File: src/rtl/tblock_dispatcher.sv
// Thread-block dispatcher: walks one grid onto the warp allocator, recycling block ids on completion.
// Optional stall counter on stall_cycles_o is built when BGPU_DISPATCH_PERF_EN is defined.
module tblock_dispatcher #(
    parameter int PcWidth       = 32,
    parameter int AddressWidth  = 32,
    parameter int TblockIdxBits = 4,
    parameter int TblockIdBits  = 4
) (
    input  logic                     clk_i,
    input  logic                     rst_i,
    input  logic                     launch_valid_i,
    output logic                     launch_ready_o,
    input  logic [PcWidth-1:0]       launch_pc_i,
    input  logic [AddressWidth-1:0]  launch_dp_addr_i,
    input  logic [TblockIdxBits:0]   launch_num_tblocks_i,
    output logic                     grid_done_valid_o,
    input  logic                     grid_done_ready_i,
    input  logic                     warp_free_i,
    output logic                     allocate_warp_o,
    output logic [PcWidth-1:0]       allocate_pc_o,
    output logic [AddressWidth-1:0]  allocate_dp_addr_o,
    output logic [TblockIdxBits-1:0] allocate_tblock_idx_o,
    output logic [TblockIdBits-1:0]  allocate_tblock_id_o,
    input  logic                     tblock_done_i,
    input  logic [TblockIdBits-1:0]  tblock_done_id_i,
    output logic                     tblock_done_ready_o,
    output logic                     busy_o,
    output logic [31:0]              stall_cycles_o
);

    localparam int NumIds = 1 << TblockIdBits;
    localparam logic [TblockIdxBits:0] IssuedOne = (TblockIdxBits+1)'(1);
    localparam logic [TblockIdBits:0]  OutOne    = (TblockIdBits+1)'(1);
    localparam logic [TblockIdxBits:0] MaxBlocks = (TblockIdxBits+1)'(1 << TblockIdxBits);

    typedef enum logic [1:0] {
        IDLE     = 2'd0,
        DISPATCH = 2'd1,
        DRAIN    = 2'd2,
        DONE     = 2'd3
    } state_e;

    state_e                   state_q, state_d;
    logic [NumIds-1:0]        id_used_q, id_used_d;
    logic [TblockIdxBits:0]   issued_q, issued_inc;
    logic [TblockIdBits:0]    outstanding_q, outstanding_d;
    logic [TblockIdxBits:0]   num_q;
    logic [PcWidth-1:0]       pc_q;
    logic [AddressWidth-1:0]  dp_addr_q;
    logic [TblockIdBits-1:0]  free_id;
    logic                     free_found;
    logic                     alloc;
    logic                     launch_fire;
    logic                     done_fire;

    // Handshakes: launch and grid-done transfer when valid && ready in the same cycle;
    // allocation is fire-and-forget; completions are always accepted outside reset.
    assign launch_fire = !rst_i && (state_q == IDLE) && launch_valid_i;
    assign done_fire   = !rst_i && tblock_done_i;
    assign alloc       = !rst_i && (state_q == DISPATCH) && warp_free_i && free_found;
    assign issued_inc  = issued_q + IssuedOne;

    // Lowest clear bit of the registered bitmap; a same-cycle free is not visible here.
    always_comb begin
        free_id    = '0;
        free_found = 1'b0;
        for (int i = 0; i < NumIds; i++) begin
            if (!free_found && !id_used_q[i]) begin
                free_id    = TblockIdBits'(i);
                free_found = 1'b1;
            end
        end
    end

    always_comb begin
        id_used_d = id_used_q;
        if (done_fire) id_used_d[tblock_done_id_i] = 1'b0;
        if (alloc)     id_used_d[free_id] = 1'b1;
    end

    always_comb begin
        outstanding_d = outstanding_q;
        case ({alloc, done_fire})
            2'b10:   outstanding_d = outstanding_q + OutOne;
            2'b01:   outstanding_d = outstanding_q - OutOne;
            default: outstanding_d = outstanding_q;
        endcase
    end

    always_ff @(posedge clk_i) begin
        if (rst_i) state_q <= IDLE;
        else       state_q <= state_d;
    end

    always_comb begin
        state_d = state_q;
        case (state_q)
            IDLE:     if (launch_valid_i)
                          state_d = (launch_num_tblocks_i == '0) ? DONE : DISPATCH;
            DISPATCH: if (alloc && (issued_inc == num_q)) state_d = DRAIN;
            DRAIN:    if (outstanding_q == '0) state_d = DONE;
            DONE:     if (grid_done_ready_i) state_d = IDLE;
            default:  state_d = IDLE;
        endcase
    end

    always_comb begin
        launch_ready_o        = 1'b0;
        grid_done_valid_o     = 1'b0;
        tblock_done_ready_o   = 1'b0;
        busy_o                = 1'b0;
        allocate_warp_o       = 1'b0;
        allocate_pc_o         = '0;
        allocate_dp_addr_o    = '0;
        allocate_tblock_idx_o = '0;
        allocate_tblock_id_o  = '0;
        if (!rst_i) begin
            launch_ready_o      = (state_q == IDLE);
            grid_done_valid_o   = (state_q == DONE);
            tblock_done_ready_o = 1'b1;
            busy_o              = (state_q != IDLE);
            allocate_warp_o     = alloc;
            if (alloc) begin
                allocate_pc_o         = pc_q;
                allocate_dp_addr_o    = dp_addr_q;
                allocate_tblock_idx_o = issued_q[TblockIdxBits-1:0];
                allocate_tblock_id_o  = free_id;
            end
        end
    end

    always_ff @(posedge clk_i) begin
        if (rst_i) begin
            id_used_q     <= '0;
            issued_q      <= '0;
            outstanding_q <= '0;
            num_q         <= '0;
            pc_q          <= '0;
            dp_addr_q     <= '0;
        end else begin
            if (launch_fire) begin
                num_q     <= launch_num_tblocks_i;
                pc_q      <= launch_pc_i;
                dp_addr_q <= launch_dp_addr_i;
                issued_q  <= '0;
            end else if (alloc) begin
                issued_q <= issued_inc;
            end
            id_used_q     <= id_used_d;
            outstanding_q <= outstanding_d;
        end
    end

`ifdef BGPU_DISPATCH_PERF_EN
    logic [31:0] stall_q;

    // Counts DISPATCH cycles that could not allocate, saturating at all-ones.
    always_ff @(posedge clk_i) begin
        if (rst_i)                                  stall_q <= '0;
        else if (launch_fire)                       stall_q <= '0;
        else if ((state_q == DISPATCH) && !alloc &&
                 (stall_q != 32'hFFFF_FFFF))        stall_q <= stall_q + 32'd1;
    end

    assign stall_cycles_o = rst_i ? 32'd0 : stall_q;
`else
    assign stall_cycles_o = 32'd0;
`endif

`ifndef SYNTHESIS
    always @(posedge clk_i) begin
        if (!rst_i) begin
            if (launch_fire) assert (launch_num_tblocks_i <= MaxBlocks);
            if (done_fire)   assert (id_used_q[tblock_done_id_i]);
            if (done_fire && !alloc) assert (outstanding_q != '0);
            if (done_fire)   assert (!((state_q == IDLE) && (outstanding_q == '0)));
        end
    end
`endif

endmodule

File: config.mk
export PLATFORM = sky130hd
export DESIGN_NAME = tblock_dispatcher
export DESIGN_NICKNAME = d
export VERILOG_FILES = /design/src/rtl/tblock_dispatcher.sv
export SDC_FILE = /design/constraint.sdc
export NUM_CORES = 1
export LEC_CHECK = 0
export CORE_MARGIN = 2
export CORE_UTILIZATION = 48
export DETAILED_ROUTE_END_ITERATION = 12
export PLACE_DENSITY_LB_ADDON = 0.08
export RECOVER_POWER = 50
export SETUP_SLACK_MARGIN = 0.2
export SYNTH_ARGS = -nofsm -noshare
export SYNTH_HDL_FRONTEND = slang
export SYNTH_SLANG_ARGS = --single-unit
export TNS_END_PERCENT = 5
File: constraint.sdc
create_clock -name clk_i -period 5.4 [get_ports clk_i]
set_input_delay 0.81 -clock clk_i [delete_from_list [all_inputs] [get_ports clk_i]]
set_output_delay 0.81 -clock clk_i [all_outputs]
set_load 0.01 [all_outputs]
Figure 1. Where the registers sit.
Bar = 20 um. Other sequential cells in the stronger grey, the rest of the logic in the fainter grey.
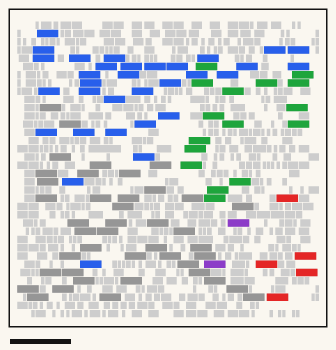
| signal | colour | placed flops |
|---|---|---|
| `id_used_q` | green | 16 |
| `pc_q` | blue | 32 |
| `state_q` | purple | 2 |
| `outstanding_q` | red | 5 |
not coloured: 42

Figure 2. Placement density heat map.
The die is cut into 10 by 10 equal tiles; white is low, dark blue is high, 0 to 100% covered.
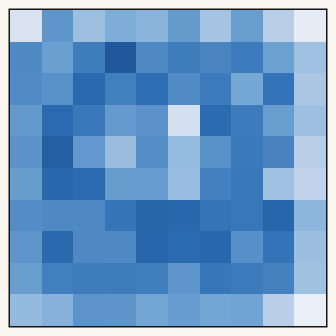
fullest tile: 84%
tiles over 75% full: 15%
mean over tiles: 58%
final cell utilization of the core: 0.665
Initial Util: 0.494

==> Table 3: Implementation characteristics <==
Table: implementation figures

Parameter                              Value

Power
  Total Power Consumption    approximately 0.0018 W
  Power attributed to the clock group    0.000496 W
  Sequential logic power    between 0.0008 and 0.0009 W
  Group with the largest share of power    sequential cells
  Worst ir drop on vdd    ~0.00015 V
  Net load switching power    0.000557 W
  Pwr dens    ~280 mW/mm^2

Synth
  Chip area estimate from yosys synthesis    around 0.0048 mm^2
  Total standard cell area after synthesis    0.00483 mm^2
  Cells after Synth    636
  Area share of xor/xnor cells in the synthesized design    0.0254
  Area share, top type    0.402
  Number of library cell types mapped by synthesis    between 50 and 60
  Top post-synthesis cells by count    nand2_1, dfxtp_1, o21ai_0
  Cell count listed in synth_stat.txt    around 640
  Most frequently used cell type in the post-synthesis netlist    nand2_1
  Area fraction in full adders, half adders and majority gates    0.0207

Detailed routing
  Post-detailed-route DRC marker count    0
  Detail Route met3 WL    approximately 890 um
  Number of nets still failing antenna checks after routing    0
  Highest routing layer actually used    met4

Finish
  Sequential share of cell area    0.299
  Mi-comb count    slightly below 500
  Clk cell area share    0.0324
  Clock Buffer Count    9
  Comb. cell area    approximately 0.0026 mm^2
  Combinational share of cell area    0.393
  Non-clock buffer share of cell area    0.244
  FF+latch count    roughly 97
  Commonest non-fill, non-tap cell in the layout    nand2_1
  Number of antenna cells inserted    0
  Largest registers    dp_addr_q (32), pc_q (32), id_used_q (16)

Clock tree
  Post-cts hold buffer count    0
  CTS tree    yes
  CTS root buffer    clkbuf_8
  Post-CTS setup buffers    0
  Clock transition time at the flip-flop clock pins of the worst setup and hold paths    around 0.10 ns
  CTS Buf Count    9

STA
  Relative max-transition margin    -0.0539
  Setup violators final    0
  Slew at the pin with the worst max-slew slack    approximately 1.6 ns
  Max-slew violation count    approximately 180
  Highest attainable clock frequency    217 MHz
  Worst hold slack across all endpoints    0.457 ns
  Hold Vio Cnt, Final    0
  Share of the clock period used by the worst path after layout    0.854

Global routing
  Largest net degree at the start of global routing    slightly above 100
  Wire length of the first global-routing pass    between 20000 and 25000 um
  Number of antenna violations at the first check in global routing    0
  Global routing met1 resource utilization    0.291
  Met2 GRT Util    0.355

Floorplan
  Well tap count    about 130
  Height of the chip    approximately 100 um
  Die Size    0.0109 mm^2
  Die width    104 um

Setup path
  Critical register-to-register path startpoint    state_q[0]
  Worst EP arrival    between 3 and 4 ns
  Max FO, Critical Path    between 40 and 50
  Launching element type of the critical path    primary input
  Start-to-end type of the worst setup path    in -> out
  Delay of the slowest critical-path stage    approximately 0.95 ns

Status
  Result of the run    complete, but fails checks
  Violations in the final reports    max-capacitance violations, max-slew violations

Worst hold path
  Worst hold start    dp_addr_q[30]

Run
  Number of violations of the max-capacitance limit    2

Place
  IO Port Bufs    between 150 and 200
  RD Place Congestion    between 0.9 and 1
  Placed cell count    ~900
  Post-DP HPWL    around 8700 um
Figure 3. The metal 3 layer.
Bar = 20 um.
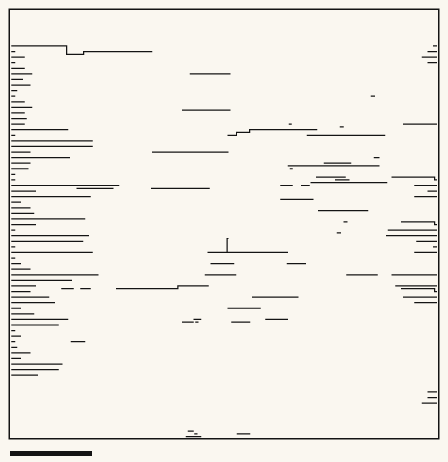
main direction: horizontal
wire length on this layer: 888 um
share of all routed wire: 7.1%
nets with wire on the layer: 107
longest straight run: 26.0 um
WL final: 12400 um
detailed-route via count: 4564
met3 demand-to-capacity share in global routing: 0.0677

No activity file was given, so power comes from the tool's default toggle rates.
